==> src/rtl/unit_prop_ctrl_if.sv <==
// Handshake bundle between the unit-propagation sequencer and the shared
// unit-clause finder / clause simplifier datapaths.
interface unit_prop_ctrl_if #(
    parameter int FORM_W = 32,
    parameter int LIT_W  = 8
);
    logic              uc_find;
    logic [FORM_W-1:0] uc_formula;
    logic              uc_ended;
    logic              uc_found;
    logic [LIT_W-1:0]  uc_lit;
    logic              simp_start;
    logic [LIT_W-1:0]  simp_lit;
    logic              simp_done;
    logic [FORM_W-1:0] simp_formula;
    logic              simp_conflict;
    logic              simp_sat;

    modport master (
        output uc_find, uc_formula, simp_start, simp_lit,
        input  uc_ended, uc_found, uc_lit, simp_done, simp_formula, simp_conflict, simp_sat
    );
    modport slave (
        input  uc_find, uc_formula, simp_start, simp_lit,
        output uc_ended, uc_found, uc_lit, simp_done, simp_formula, simp_conflict, simp_sat
    );
endinterface

==> src/rtl/unit_prop_ctrl.sv <==
// Unit-propagation sequencer: alternates finder and simplifier until the formula
// is stable, conflicting, satisfied or the propagation limit is hit; logs each literal.
module unit_prop_ctrl #(
    parameter int MAX_PROPS = 64,
    parameter int CNT_W     = 7,
    parameter int FORM_W    = 32,
    parameter int LIT_W     = 8
) (
    input  logic              clock,
    input  logic              reset,
    input  logic              start,
    input  logic [FORM_W-1:0] in_formula,
    output logic              busy,
    output logic              done,
    output logic [1:0]        status,
    output logic [FORM_W-1:0] out_formula,
    output logic [CNT_W-1:0]  prop_count,
    unit_prop_ctrl_if.master  dp,
    output logic              trail_we,
    output logic [CNT_W-1:0]  trail_idx,
    output logic [LIT_W-1:0]  trail_lit
);
    typedef enum logic [2:0] {IDLE, FIND, FIND_WAIT, SIMP_WAIT, DONE} state_e;
    typedef enum logic [1:0] {ST_STABLE, ST_CONFLICT, ST_SAT, ST_OVERFLOW} status_e;

    localparam logic [CNT_W-1:0] MAX_CNT = CNT_W'(MAX_PROPS);

    state_e            state, state_nxt;
    logic [1:0]        status_nxt;
    logic [CNT_W-1:0]  count_nxt, tidx_nxt;
    logic [LIT_W-1:0]  tlit_nxt, slit_nxt, slit_q;
    logic [FORM_W-1:0] form_nxt, form_q;
    logic              find_nxt, find_q, sstart_nxt, sstart_q, twe_nxt;

    assign out_formula   = form_q;
    assign dp.uc_formula = form_q;
    assign dp.uc_find    = find_q;
    assign dp.simp_start = sstart_q;
    assign dp.simp_lit   = slit_q;

    always_comb begin
        state_nxt  = state;
        status_nxt = status;
        count_nxt  = prop_count;
        form_nxt   = form_q;
        slit_nxt   = slit_q;
        tidx_nxt   = trail_idx;
        tlit_nxt   = trail_lit;
        find_nxt   = 1'b0;
        sstart_nxt = 1'b0;
        twe_nxt    = 1'b0;
        unique case (state)
            IDLE: begin
                if (start) begin
                    state_nxt  = FIND;
                    form_nxt   = in_formula;
                    count_nxt  = '0;
                    status_nxt = ST_STABLE;
                    find_nxt   = 1'b1;
                end
            end
            // Entered from SIMP_WAIT with find low: spend one cycle on the freshly
            // loaded formula, then pulse find and move on once it has been issued.
            FIND: begin
                if (find_q) state_nxt = FIND_WAIT;
                else        find_nxt  = 1'b1;
            end
            FIND_WAIT: begin
                if (dp.uc_ended) begin
                    if (dp.uc_found) begin
                        state_nxt  = SIMP_WAIT;
                        slit_nxt   = dp.uc_lit;
                        tidx_nxt   = prop_count;
                        tlit_nxt   = dp.uc_lit;
                        twe_nxt    = 1'b1;
                        sstart_nxt = 1'b1;
                        if (prop_count != MAX_CNT) count_nxt = prop_count + CNT_W'(1);
                    end else begin
                        state_nxt  = DONE;
                        status_nxt = ST_STABLE;
                    end
                end
            end
            SIMP_WAIT: begin
                if (dp.simp_done) begin
                    form_nxt = dp.simp_formula;
                    if (dp.simp_conflict) begin
                        state_nxt  = DONE;
                        status_nxt = ST_CONFLICT;
                    end else if (dp.simp_sat) begin
                        state_nxt  = DONE;
                        status_nxt = ST_SAT;
                    end else if (prop_count == MAX_CNT) begin
                        state_nxt  = DONE;
                        status_nxt = ST_OVERFLOW;
                    end else begin
                        state_nxt  = FIND;
                    end
                end
            end
            DONE:    state_nxt = IDLE;
            default: state_nxt = IDLE;
        endcase
    end

    always_ff @(posedge clock) begin
        if (reset) begin
            state      <= IDLE;
            busy       <= 1'b0;
            done       <= 1'b0;
            find_q     <= 1'b0;
            sstart_q   <= 1'b0;
            trail_we   <= 1'b0;
            status     <= ST_STABLE;
            prop_count <= '0;
            trail_idx  <= '0;
            trail_lit  <= '0;
            form_q     <= '0;
            slit_q     <= '0;
        end else begin
            state      <= state_nxt;
            busy       <= (state_nxt == FIND) || (state_nxt == FIND_WAIT) || (state_nxt == SIMP_WAIT);
            done       <= (state_nxt == DONE);
            find_q     <= find_nxt;
            sstart_q   <= sstart_nxt;
            trail_we   <= twe_nxt;
            status     <= status_nxt;
            prop_count <= count_nxt;
            trail_idx  <= tidx_nxt;
            trail_lit  <= tlit_nxt;
            form_q     <= form_nxt;
            slit_q     <= slit_nxt;
        end
    end
endmodule
==> src/flat_wrapper.sv <==
// flat-port wrapper written by rule: the top's interface ports become plain ports
module unit_prop_ctrl_flat 
#(
    parameter int MAX_PROPS = 64,
    parameter int CNT_W     = 7,
    parameter int FORM_W    = 32,
    parameter int LIT_W     = 8
)
  (clock, reset, start, in_formula, busy, done, status, out_formula, prop_count, trail_we, trail_idx, trail_lit, dp_uc_find, dp_uc_formula, dp_simp_start, dp_simp_lit, dp_uc_ended, dp_uc_found, dp_uc_lit, dp_simp_done, dp_simp_formula, dp_simp_conflict, dp_simp_sat);
  unit_prop_ctrl_if #(.FORM_W(FORM_W), .LIT_W(LIT_W)) dp_i ();
  input  logic clock;
  input  logic reset;
  input  logic start;
  input  logic [FORM_W-1:0] in_formula;
  output logic busy;
  output logic done;
  output logic [1:0] status;
  output logic [FORM_W-1:0] out_formula;
  output logic [CNT_W-1:0] prop_count;
  output logic trail_we;
  output logic [CNT_W-1:0] trail_idx;
  output logic [LIT_W-1:0] trail_lit;
  output wire logic [$bits(dp_i.uc_find)-1:0] dp_uc_find;
  output wire logic [$bits(dp_i.uc_formula)-1:0] dp_uc_formula;
  output wire logic [$bits(dp_i.simp_start)-1:0] dp_simp_start;
  output wire logic [$bits(dp_i.simp_lit)-1:0] dp_simp_lit;
  input wire logic [$bits(dp_i.uc_ended)-1:0] dp_uc_ended;
  input wire logic [$bits(dp_i.uc_found)-1:0] dp_uc_found;
  input wire logic [$bits(dp_i.uc_lit)-1:0] dp_uc_lit;
  input wire logic [$bits(dp_i.simp_done)-1:0] dp_simp_done;
  input wire logic [$bits(dp_i.simp_formula)-1:0] dp_simp_formula;
  input wire logic [$bits(dp_i.simp_conflict)-1:0] dp_simp_conflict;
  input wire logic [$bits(dp_i.simp_sat)-1:0] dp_simp_sat;
  assign dp_uc_find = dp_i.uc_find;
  assign dp_uc_formula = dp_i.uc_formula;
  assign dp_simp_start = dp_i.simp_start;
  assign dp_simp_lit = dp_i.simp_lit;
  assign dp_i.uc_ended = dp_uc_ended;
  assign dp_i.uc_found = dp_uc_found;
  assign dp_i.uc_lit = dp_uc_lit;
  assign dp_i.simp_done = dp_simp_done;
  assign dp_i.simp_formula = dp_simp_formula;
  assign dp_i.simp_conflict = dp_simp_conflict;
  assign dp_i.simp_sat = dp_simp_sat;
  unit_prop_ctrl #(.MAX_PROPS(MAX_PROPS), .CNT_W(CNT_W), .FORM_W(FORM_W), .LIT_W(LIT_W)) u_core (.clock(clock), .reset(reset), .start(start), .in_formula(in_formula), .busy(busy), .done(done), .status(status), .out_formula(out_formula), .prop_count(prop_count), .dp(dp_i), .trail_we(trail_we), .trail_idx(trail_idx), .trail_lit(trail_lit));
endmodule
==> config.mk <==
export PLATFORM = sky130hd
export DESIGN_NAME = unit_prop_ctrl_flat
export DESIGN_NICKNAME = d
export VERILOG_FILES = /design/src/rtl/unit_prop_ctrl_if.sv /design/src/rtl/unit_prop_ctrl.sv /design/src/flat_wrapper.sv
export SDC_FILE = /design/constraint.sdc
export NUM_CORES = 1
export LEC_CHECK = 0
export ABC_AREA = 1
export CAP_MARGIN = 20
export CORE_UTILIZATION = 34
export CTS_BUF_LIST = sky130_fd_sc_hd__clkbuf_4 sky130_fd_sc_hd__clkbuf_8 sky130_fd_sc_hd__clkbuf_16
export DETAILED_ROUTE_END_ITERATION = 8
export GPL_TIMING_DRIVEN = 0
export MAX_ROUTING_LAYER = met4
export PLACE_DENSITY = 0.77
export SETUP_SLACK_MARGIN = 0.05
export SLEW_MARGIN = 20
export SYNTH_ARGS = -nofsm -noshare
export SYNTH_HDL_FRONTEND = slang
export SYNTH_SLANG_ARGS = --single-unit
export TNS_END_PERCENT = 20
==> constraint.sdc <==
create_clock -name clock -period 1.3 [get_ports clock]
set_input_delay 0.26 -clock clock [delete_from_list [all_inputs] [get_ports clock]]
set_output_delay 0.26 -clock clock [all_outputs]
set_load 0.005 [all_outputs]
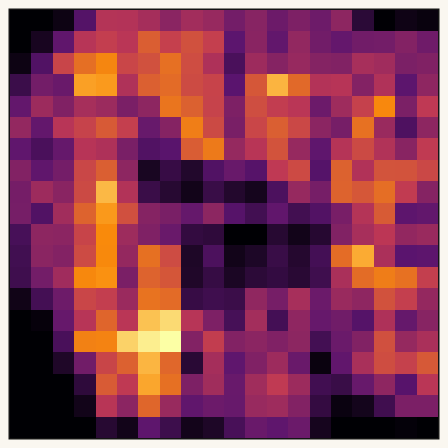
Fig. 1. Routed metal per tile (run 1).
The die is cut into 20 by 20 equal tiles; black is low, pale yellow is high, scaled to the fullest tile. Values are wire area over tile area, all layers added.
6.8% of the tiles are nearly empty. The fullest tile reaches 0.57. 27% of the tiles are over half the peak. The mean over all tiles is 0.21. The densest ninth of the die: top centre.
GRT Total Usage: 24.04%
WL final: 12430 µm
wire length per cell: 16.05 µm

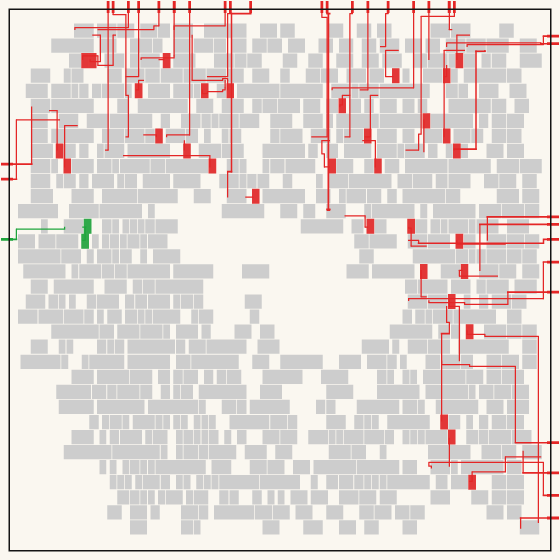
Fig. 2. Wires at chosen ports, followed through buffers (run 1).
Green stands for `dp_simp_conflict`, bits 1, direction input, end cells 2, wire 15.1 µm. Red stands for `dp_simp_formula`, bits 32, direction input, end cells 32, wire 979 µm.
PortBufs: 180
Ports: 181

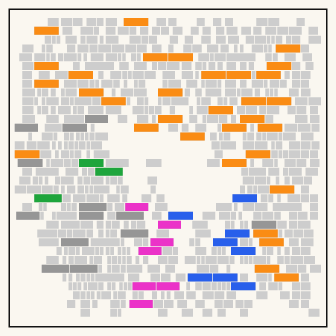
Fig. 3. Sequential cells coloured by netlist name (run 1).
Other sequential cells in the stronger grey, the rest of the logic in the fainter grey.
Blue stands for `u_core.dp.simp_lit`, flops 8. Green stands for `u_core.state`, flops 3. Orange stands for `u_core.dp.uc_formula`, flops 32. Magenta stands for `u_core.trail_idx`, flops 7, where bottom centre.
Another 13 sequential cells are not coloured.
P_seq: 0.00222 W
Seq area share: 22.61%
Reg area: 1348 µm²

==> run 1: sequential cells by signal, summed over array words and instances (netlist names) <==
signal / cells
u_core.dp.uc_formula: 32
u_core.dp.simp_lit: 8
u_core.prop_count: 7
u_core.trail_idx: 7
u_core.state: 3
u_core.status: 2
u_core.busy: 1
u_core.done: 1
u_core.dp.simp_start: 1
u_core.dp.uc_find: 1
==> run 1: logic make-up after synthesis <==
group,share of synthesized area [%]
adder cells (fa/ha/maj),0.8060
flip-flops,40.63
buffers and inverters,17.29
AND/OR/NAND/NOR,24.02
AND-OR/OR-AND,17.25
==> run 1: area by class of cell <==
type / instances / area share, %
sequential: 63 / 22.61
timing repair buffer: 224 / 35.64
tap: 108 / 2.267
buffer: 57 / 8.228
inverter: 26 / 1.889
clock inverter: 1 / 0.08396
multi-input combinational: 282 / 26.49
clock buffer: 13 / 2.792
==> run 1: how the worst max path moves through the flow <==
stage / slack, ps / cells past startpoint / endpoint
after global routing: -230 / 10 / u_core.prop_count[6]
after CTS: -80 / 10 / u_core.status[0]
final: -160 / 10 / u_core.prop_count[6]
after floorplan: 60 / 10 / u_core.prop_count[0]
after global placement: -420 / 5 / u_core.dp.uc_formula[23]
after detailed placement: -440 / 5 / u_core.dp.uc_formula[29]
==> run 1: per-layer routing <==
layer | vias up | routed length (µm)
met5 | - | 0
met4 | 0 | 322
met3 | 29 | 664
met2 | 156 | 6497
met1 | 1808 | 4941
li1 | 1853 | -
==> run 1: stage by stage <==
step / util [%] / total power (W) / std cells
2_1_floorplan: - / 0.002812 / 433
3_3_place_gp: 57.64 / 0.003643 / 721
3_5_place_dp: 57.64 / 0.003676 / 721
4_1_cts: 62.61 / 0.005261 / 757
5_1_grt: 68.02 / 0.005761 / 774
6_report: 68.02 / 0.005497 / 774
==> metrics.csv, run 1 <==
stage,metric,value,unit
min_path,hold depth,2,
pwr,sequential share of power,40.4,%
drt,vias,3846,
pwr,Pwr top,registers,
synthesis,"Seq share, synth",40.63,%
synthesis,#FFs+latches synth,63,
clocking,post-CTS setup buffers,29,
critical_path,Worst Path Max Fanout,6,
drt,drc violations,0,
clocking,CTS tree,yes,
placed_design,"worst slack, placed",-437.6,ps
min_path,Min-Delay Endpoint,u_core.trail_idx[2],
drt,initial DRC count,128,
synthesis,"count leader, synth",nand2_1,
final_layout,area grow syn2layout,92.02,%
min_path,hold path start,u_core.trail_idx[2],
synthesis,"Chip Area, Yosys",3104,µm²
clocking,CTS Buf Count,9,
global_routing,first-pass GRT wire length,18030,µm
floorplan,die height,97.55,µm
global_routing,initial antenna violation count,0,
timing,"Min Clock Period, post-route",1460,ps
critical_path,max incr delay on CP,370,ps
synthesis,Mapped Nets,515,
global_routing,gr ovfl total,0,
pwr,NetSw,0.001544,W
floorplan,Starting Density,35.42,%
timing,Final setup viols,41,
floorplan,number of core rows,34,
pwr,Clk. pwr,0.00155,W
global_routing,pin count of the biggest net entering global routing,11,
final_layout,most frequent cells in the layout,"nand2_1, buf_4, clkdlybuf4s50_1",
synthesis,# Cells Yosys,433,
timing,Max Fclk,0.6849,GHz
floorplan,DIE WIDTH,97.55,µm
critical_path,worst r2r src,u_core.prop_count[0],
timing,Final WS setup,-160.0,ps
drt,via density per instance,4.969,
placed_design,Final Wtd Congestion,0.8639,
final_layout,Layout Cell Area excl Fill,5961,µm²
synthesis,yosys warns,0,
critical_path,Critical Path Start Type,flop,
timing,max-slew violations,0,
critical_path,Reg2Reg Capture Point,u_core.prop_count[6],
final_layout,number of diodes,0,
critical_path,Worst EP required,1550,ps
pwr,Net Sw Frac,28.09,%
synthesis,Commonest flop,dfxtp_1,
synthesis,Top cell area share,40.63,%
critical_path,R2R setup slack,-160,ps
status,failing checks,setup timing,
critical_path,"CP delay by family, top",simple AND/OR/NAND/NOR gates,
pwr,Logic pwr share,31.5,%
critical_path,FF-to-FF path depth,10,
clocking,Latency at later pin,340,ps
timing,Tcrit/Tclk final,112.3,%
clocking,Sink Count,63,
critical_path,WP buf/inv,2,
pwr,Pleak,2.878,nW
global_routing,met1 Track Usage GR,27.19,%
synthesis,"area leader, netlist",dfxtp_1,
final_layout,Layout Nets,745,
final_layout,Top cell excl fill/tap,nand2_1,
pwr,comb pwr,0.00173,W
critical_path,CP most frequent cell,nand2_4,
critical_path,slowest CP cell,dfxtp_4,
run,max_cap viols,0,
timing,Rel. slew slack,59.86,%
placed_design,dpl hpwl,7949,µm
critical_path,CP arrival,1710,ps
timing,Fin Hold WS,480.0,ps
synthesis,Post-Syn Instances,433,
synthesis,post-synthesis cell type count,23,
timing,Setup Skew,9.132,ps
run,tool warning count,29,
pwr,worst vdd ir,0.0005750,V
global_routing,M2 GR Usage,41.90,%
pwr,Clk network pwr share,28.1,%
critical_path,CP cell instances,"inv_4, ha_4, nand2_2, inv_2, nand3_4, nand2_4, nand2_4, nand2_4, nand2_1, a21oi_1",
clocking,H-tree Lvls,3,
critical_path,CP Class,flop to flop,
final_layout,share of cells above drive strength 1,40.09,%
timing,Final Hold Violating Endpoints,0,
global_routing,met3 Resource Use GR,4.676,%
min_path,Hold Crit Class,flop to flop,
pwr,Internal Power,0.003953,W
synthesis,Post-synth ARST share,0,%
placed_design,"Cell Area, Placed",5051,µm²
synthesis,Avg Inst Size Synth,7.169,µm²
clocking,post_cts resized,299,
floorplan,Core Area,8763,µm²
timing,unrepaired setup endpoints after global routing,yes,
synthesis,Post-synth EDFFs,0,
floorplan,die area,9516,µm²
timing,Worst Tran Pin Value,602.1,ps
clocking,CTS hold repair buffers,0,
status,status,"complete, but fails checks",
critical_path,Crit. Startpoint,u_core.prop_count[0],
synthesis,synth cell count leaders,"nand2_1, dfxtp_1, nor2_1, buf_4, a31oi_1",
clocking,clk slew on worst S/H paths,70,ps
drt,1st-pass router iterations,4,
critical_path,Worst Setup End Kind,flop,
drt,DRT antenna net count,0,
clocking,Root Buffer,clkbuf_8,
synthesis,"top cells, area","dfxtp_1, nand2_1, buf_4, a31oi_1, nor2_1",
pwr,pwr dens,922.2,nW/µm²
global_routing,number of global-route vias before repair,3646,
timing,post-route setup TNS,-1508,ps
clocking,CTS Buffer Depth,2,
final_layout,Comb area,1579,µm²
final_layout,Layout fillers,707,
global_routing,global route hottest layer,met2,
synthesis,"Cell Area, Synth",3104,µm²
## Run 2: what changed since run 1
- CELL_PAD_IN_SITES_DETAIL_PLACEMENT: default -> 0
- CELL_PAD_IN_SITES_GLOBAL_PLACEMENT: default -> 1
- CORE_UTILIZATION: 34 -> 38
- DONT_BUFFER_PORTS: default -> 1
- PLACE_DENSITY: 0.77 -> 0.76
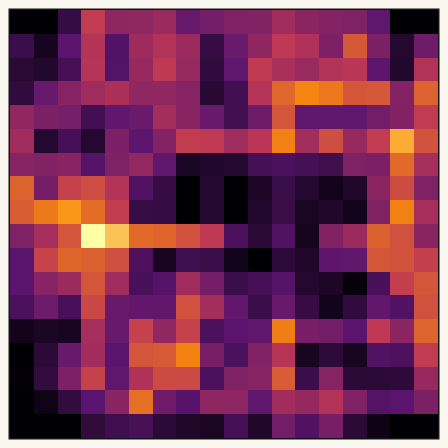
Fig. 4. Routed metal per tile (run 2).
The die is cut into 18 by 18 equal tiles; black is low, pale yellow is high, scaled to the fullest tile. Values are wire area over tile area, all layers added.
21% of the tiles are over half the peak. The mean over all tiles is 0.17. 5.6% of the tiles are nearly empty. The densest ninth of the die: middle left.
GRT Total Usage: 21.75%
vias: 2940
wire length per cell: 16.03 µm

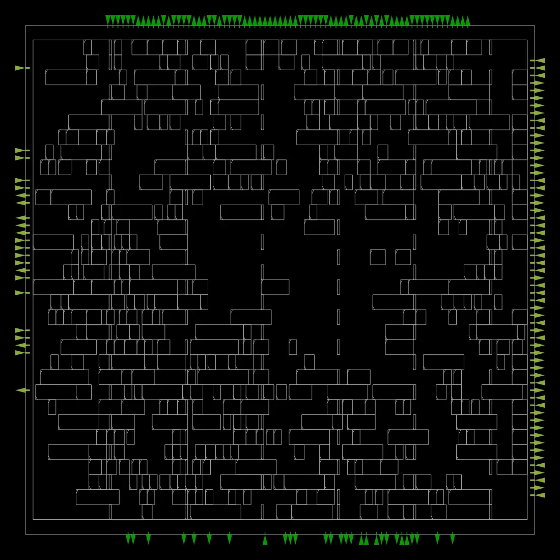
Fig. 5. Placed standard cells (run 2).
Core Util, Final: 48.46%
Layout fillers: 800
Seq area share: 33.80%
number of core rows: 32

==> metrics.csv, run 2 <==
stage,metric,value,unit,change
drt,drc violations,0,,unchanged
placed_design,Final Wtd Congestion,0.8657,,+0.21%
synthesis,"top cells, area","dfxtp_1, nand2_1, buf_4, a31oi_1, nor2_1",,
floorplan,die area,8534,µm²,-10%
final_layout,Layout Cell Area excl Fill,3784,µm²,-37%
drt,initial DRC count,70,,-45%
clocking,CTS tree,yes,,
critical_path,Worst Path Max Fanout,8,,+2
run,tool warning count,29,,unchanged
synthesis,Post-Syn Instances,433,,unchanged
timing,Max Fclk,0.7589,GHz,+11%
critical_path,slowest CP cell,dfxtp_4,,
placed_design,"Cell Area, Placed",3242,µm²,-36%
synthesis,MUX area fraction,0,%,unchanged
critical_path,Critical Path Start Type,flop,,
synthesis,Post-synth ARST share,0,%,unchanged
timing,Final WS setup,-17.71,ps,+142.3 ps
synthesis,post-synthesis compound-gate area fraction,17.25,%,unchanged
synthesis,Adder Area Share,0.8061,%,unchanged
final_layout,Top cell excl fill/tap,nand2_1,,
critical_path,Crit. Startpoint,u_core.prop_count[0],,
final_layout,non-filler instance count after layout,561,,-28%
clocking,Latency at later pin,340,ps,about the same
timing,max-slew violations,0,,unchanged
placed_design,PortBufs,0,,-100%
final_layout,Largest register FFs,32,,unchanged
timing,unrepaired setup endpoints after global routing,yes,,
pwr,worst vdd ir,0.0004810,V,-16%
timing,Final Hold Violating Endpoints,0,,unchanged
critical_path,max incr delay on CP,390,ps,+20 ps
min_path,hold path start,dp_uc_lit[1],,
timing,"Min Clock Period, post-route",1318,ps,-142.3 ps
synthesis,post-synthesis cell type count,23,,unchanged
timing,Final setup viols,6,,-85%
timing,Worst Tran Pin Value,554.7,ps,-47.35 ps
synthesis,Mapped Nets,515,,unchanged
synthesis,Top non-seq family,simple AND/OR/NAND/NOR gates,,
timing,post-route setup TNS,-54.49,ps,+1454 ps
status,failing checks,setup timing,,
floorplan,die height,92.38,µm,-5.3%
final_layout,number of diodes,0,,unchanged
synthesis,Commonest flop,dfxtp_1,,
synthesis,synth cell count leaders,"nand2_1, dfxtp_1, nor2_1, buf_4, a31oi_1",,
synthesis,simple share,24.02,%,unchanged
critical_path,CP arrival,1580,ps,-130 ps
global_routing,gr ovfl total,0,,unchanged
clocking,CTS Buffer Depth,2,,unchanged
critical_path,CP most frequent cell,nand2_4,,
clocking,H-tree Lvls,3,,unchanged
placed_design,dpl hpwl,6437,µm,-19%
synthesis,XOR/XNOR Fraction of Synth Area,0,%,unchanged
synthesis,yosys warns,0,,unchanged
critical_path,worst r2r src,u_core.prop_count[0],,
timing,Tcrit/Tclk final,101.4,%,-11 points
drt,via density per instance,5.241,,+5.5%
drt,1st-pass router iterations,4,,unchanged
clocking,Root Buffer,clkbuf_8,,
final_layout,share of cells above drive strength 1,28.10,%,-12 points
synthesis,Post-synth EDFFs,0,,unchanged
clocking,CTS Buf Count,9,,unchanged
synthesis,"Cell Area, Synth",3104,µm²,unchanged
synthesis,Avg Inst Size Synth,7.169,µm²,unchanged
global_routing,initial antenna violation count,0,,unchanged
final_layout,most frequent cells in the layout,"nand2_1, dfxtp_1, buf_4",,
status,status,"complete, but fails checks",,
==> run 2: cell counts after synthesis <==
No cell type changed its count.
==> run 2: final cells by class <==
cell class	instances	area, µm²
timing repair buffer	10	100.1
buffer	63	510.5
fill	800	4024
multi-input combinational	282	1483
inverter	26	102.6
sequential	63	1279
clock buffer	12	165.2
tap	102	127.6
clock inverter	3	16.27
==> run 2: routing by layer <==
metal	wire length [µm]	track usage, %
met4	152	9.245
met3	700	5.911
met5	0	-
met1	3919	27.13
met2	4219	33.02
==> run 2: timing repair <==
item | in CTS | in global routing
setup buffers | 5 | 3
gates resized | 49 | 41
cloned | 2 | 1
hold buffers | 0 | 0
setup endpoints to repair | 61 | 60
pin swaps | 11 | 13
==> run 2: cell families (layout without fill, tap and decap cells) <==
kind of cell,Yosys count,in the layout
AOI/OAI and AO/OA,99,99
buffers and inverters,89,114
DFF,63,63
adders and majority gates,2,2
and+or+nand+nor,180,181
==> run 2: path summary, 6_finish.rpt <==
| path | end | cells past startpoint |
|---|---|---|
| worst max-delay path | u_core.prop_count[6] | 10 |
| worst min-delay path | u_core.dp.simp_lit[1] | 2 |
| worst min register to register | u_core.status[0] | 2 |
| worst max register to register | u_core.prop_count[6] | 10 |
==> run 2: metrics by stage <==
step                      power, W  hold WS, ps
after detailed placement  0.002973        430.1
after floorplan           0.002812        418.8
after global routing      0.004899        51.42
final                     0.004636        54.71
after CTS                 0.004630        46.49
after global placement    0.002967        424.4
==> run 2: where the power goes <==
part / internal [W] / switching, W
combinational: 0.000387 / 0.000417
clock: 0.000832 / 0.000754
sequential: 0.00208 / 0.000166
total: 0.00330 / 0.00134
==> run 2: critical path, delay by kind of cell, from the launching register on <==
kind	cells	cell delay, ps
buf+inv	2	140
flops	1	390
compound gates	1	120
simple gates	6	470
fa+ha+maj	1	120
## Run 3: what changed since run 2
- REMOVE_ABC_BUFFERS: default -> 1
- clock period: 1.3 -> 1.1 ns (I/O delays scaled with it)
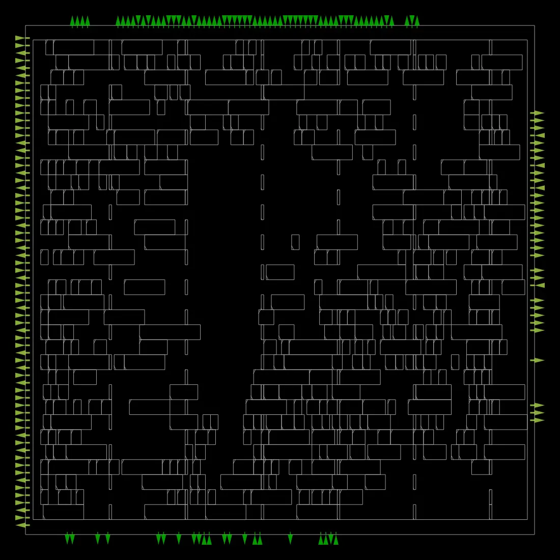
Fig. 6. Placed standard cells (run 3).
flop count: 63
Layout fillers: 810
non-filler instance count after layout: 515
tap cells: 102
Core Util, Final: 45.91%

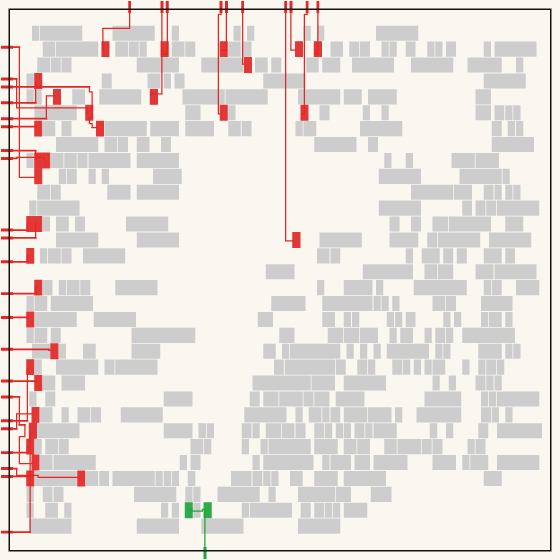
Fig. 7. Wires at chosen ports, followed through buffers (run 3).
Red stands for `dp_simp_formula`, bits 32, direction input, end cells 32, wire 354 µm. Green stands for `dp_simp_conflict`, bits 1, direction input, end cells 2, wire 10.2 µm.
PortBufs: 0

==> metrics.csv, run 3 <==
stage,metric,value,unit,change
status,status,"complete, but fails checks",,
status,failing checks,setup timing,,
timing,Final Hold Violating Endpoints,0,,unchanged
synthesis,# Cells Yosys,433,,
timing,post-route setup TNS,-11770,ps,-11710 ps
global_routing,pin count of the biggest net entering global routing,54,,
final_layout,Largest register FFs,32,,unchanged
synthesis,"Cell Area, Synth",3104,µm²,unchanged
critical_path,R2R setup slack,-240,ps,
pwr,Clk network pwr share,37.3,%,+3.1 points
timing,unrepaired setup endpoints after global routing,yes,,
floorplan,die height,92.38,µm,unchanged
pwr,worst vdd ir,0.0006623,V,+38%
synthesis,"top cells, area","dfxtp_1, nand2_1, buf_4, a31oi_1, nor2_1",,
drt,metal3 WL,679,µm,-3.0%
pwr,NetSw,0.001613,W,+21%
final_layout,Top cell excl fill/tap,nand2_1,,
global_routing,initial antenna violation count,0,,unchanged
critical_path,Worst Path Max Fanout,10,,+2
global_routing,met3 Resource Use GR,5.583,%,-0.33 points
synthesis,yosys warns,0,,unchanged
synthesis,Post-Syn Instances,433,,unchanged
drt,vias,2816,,-4.2%
floorplan,Core Area,7807,µm²,
drt,drc violations,0,,unchanged
drt,metal1 wirelength,3618,µm,-7.7%
timing,Rel. slew slack,41.53,%,
final_layout,Layout Cell Area excl Fill,3585,µm²,-5.3%
timing,Fin Hold WS,22.85,ps,-31.86 ps
final_layout,share of cells above drive strength 1,22.76,%,-5.3 points
timing,"Min Clock Period, post-route",1339,ps,+21.45 ps
clocking,Sink Count,63,,
critical_path,CP Class,flop to flop,,
pwr,Logic pwr share,14.1,%,-3.3 points
timing,Max Fclk,0.7467,GHz,-1.6%
global_routing,first-pass GRT wire length,13560,µm,
timing,Setup Skew,9.740,ps,
timing,Final WS setup,-239.2,ps,-221.4 ps
critical_path,Worst EP required,1320,ps,
placed_design,placed cell count,473,,
drt,top layer used by detailed routing,met4,,
synthesis,synth cell count leaders,"nand2_1, dfxtp_1, nor2_1, buf_4, a31oi_1",,
final_layout,number of diodes,0,,unchanged
clocking,Latency at later pin,330,ps,about the same
timing,Worst Tran Pin Value,877.0,ps,+322.3 ps
synthesis,Post-synth ARST share,0,%,unchanged
placed_design,"Cell Area, Placed",2828,µm²,-13%
drt,DRT antenna net count,0,,
floorplan,Ports,181,,
timing,max-slew violations,0,,unchanged
pwr,pwr dens,1549,nW/µm²,
timing,Tcrit/Tclk final,121.7,%,+20 points
clocking,CTS tree,yes,,
global_routing,M2 GR Usage,36.73,%,+3.7 points
placed_design,dpl hpwl,5479,µm,-15%
global_routing,GRT Total Usage,21.48,%,-0.27 points
floorplan,Starting Density,39.76,%,
clocking,CTS Buf Count,9,,unchanged
final_layout,most frequent cells in the layout,"nand2_1, dfxtp_1, nor2_1, o21ai_1, a31oi_1",,
synthesis,Commonest flop,dfxtp_1,,
synthesis,Post-synth EDFFs,0,,unchanged
floorplan,die area,8534,µm²,unchanged
drt,1st-pass router iterations,5,,+1
synthesis,Top cell area share,40.63,%,
critical_path,CP arrival,1560,ps,-20 ps
drt,wire length per cell,17.80,µm,+11%
clocking,Root Buffer,clkbuf_8,,
run,tool warning count,28,,-3.4%
placed_design,Final Wtd Congestion,0.7831,,-9.5%
pwr,Final Total Pwr,0.005551,W,+20%
pwr,Net Sw Frac,29.05,%,+0.20 points
final_layout,area grow syn2layout,15.48,%,
clocking,clk slew on worst S/H paths,70,ps,
critical_path,Worst Setup End Kind,flop,,
clocking,H-tree Lvls,3,,unchanged
global_routing,global route hottest layer,met2,,
synthesis,"Seq share, synth",40.63,%,
critical_path,Critical Path Start Type,flop,,
drt,met2 WL post-DR,4735,µm,+12%
timing,Final setup viols,62,,+56
global_routing,number of global-route vias before repair,2519,,
clocking,CTS Buffer Depth,2,,unchanged
synthesis,Avg Inst Size Synth,7.169,µm²,unchanged
global_routing,gr ovfl total,0,,unchanged
pwr,sequential share of power,48.6,%,+0.2 points
final_layout,Layout Nets,491,,
floorplan,number of core rows,32,,unchanged
pwr,Pleak,1.456,nW,
drt,initial DRC count,94,,+34%
drt,via density per instance,5.468,,+4.3%
synthesis,post-synthesis cell type count,23,,unchanged
pwr,Internal Power,0.003938,W,+19%
global_routing,met1 Track Usage GR,24.03,%,-3.1 points
-- run 3: cell counts after synthesis --
Identical to the previous run, type by type.
-- run 3: power groups by stage --
stage | Clock (W) | Sequential (W) | Combinational, W
global route | 0.00224 | 0.00273 | 0.000875
global placement | 0 | 0.00274 | 0.000521
floorplan | 0 | 0.00266 | 0.000432
CTS | 0.00212 | 0.00270 | 0.000729
finish | 0.00207 | 0.00270 | 0.000780
detailed placement | 0 | 0.00274 | 0.000537
-- run 3: cell type report --
class,instances,area (µm²)
fill,810,4223
multi-input combinational,287,1603
clock buffer,12,158.9
timing repair inverter,2,20.02
timing repair buffer,20,220.2
tap,102,127.6
clock inverter,3,42.54
sequential,63,1282
inverter,26,130.1
-- run 3: timing repair --
action	4_1_cts	5_1_grt
gates resized	56	47
setup endpoints to repair	65	67
pin swaps	17	11
cloned	6	2
hold endpoints to repair	10	0
buffers inserted	10	8
hold buffers	1	0
-- run 3: final timing paths --
path,from,endpoint,cells past startpoint
worst max-delay path,u_core.state[1],u_core.dp.simp_lit[5],7
worst min-delay path,dp_uc_lit[0],u_core.dp.simp_lit[0],2
worst max register to register,u_core.state[1],u_core.dp.simp_lit[5],7
worst min register to register,u_core.trail_idx[2],u_core.trail_idx[2],2
-- run 3: worst max-delay path: stages, from the launching register on --
cell and delay (ps):
dfxtp_4 390, inv_4 50, nor2_4 140, nand4_1 160, buf_6 190, buf_8 140, o21ai_1 110, nor2_1 60
-- run 3: kinds of logic after synthesis --
| kind of cell | after synthesis | synth area share (%) |
|---|---|---|
| buffers and inverters | 89 | 17.29 |
| and+or+nand+nor | 180 | 24.02 |
| AOI/OAI and AO/OA | 99 | 17.25 |
| DFF | 63 | 40.63 |
| adders and majority gates | 2 | 0.8060 |
Power and IR drop assume default switching activity.
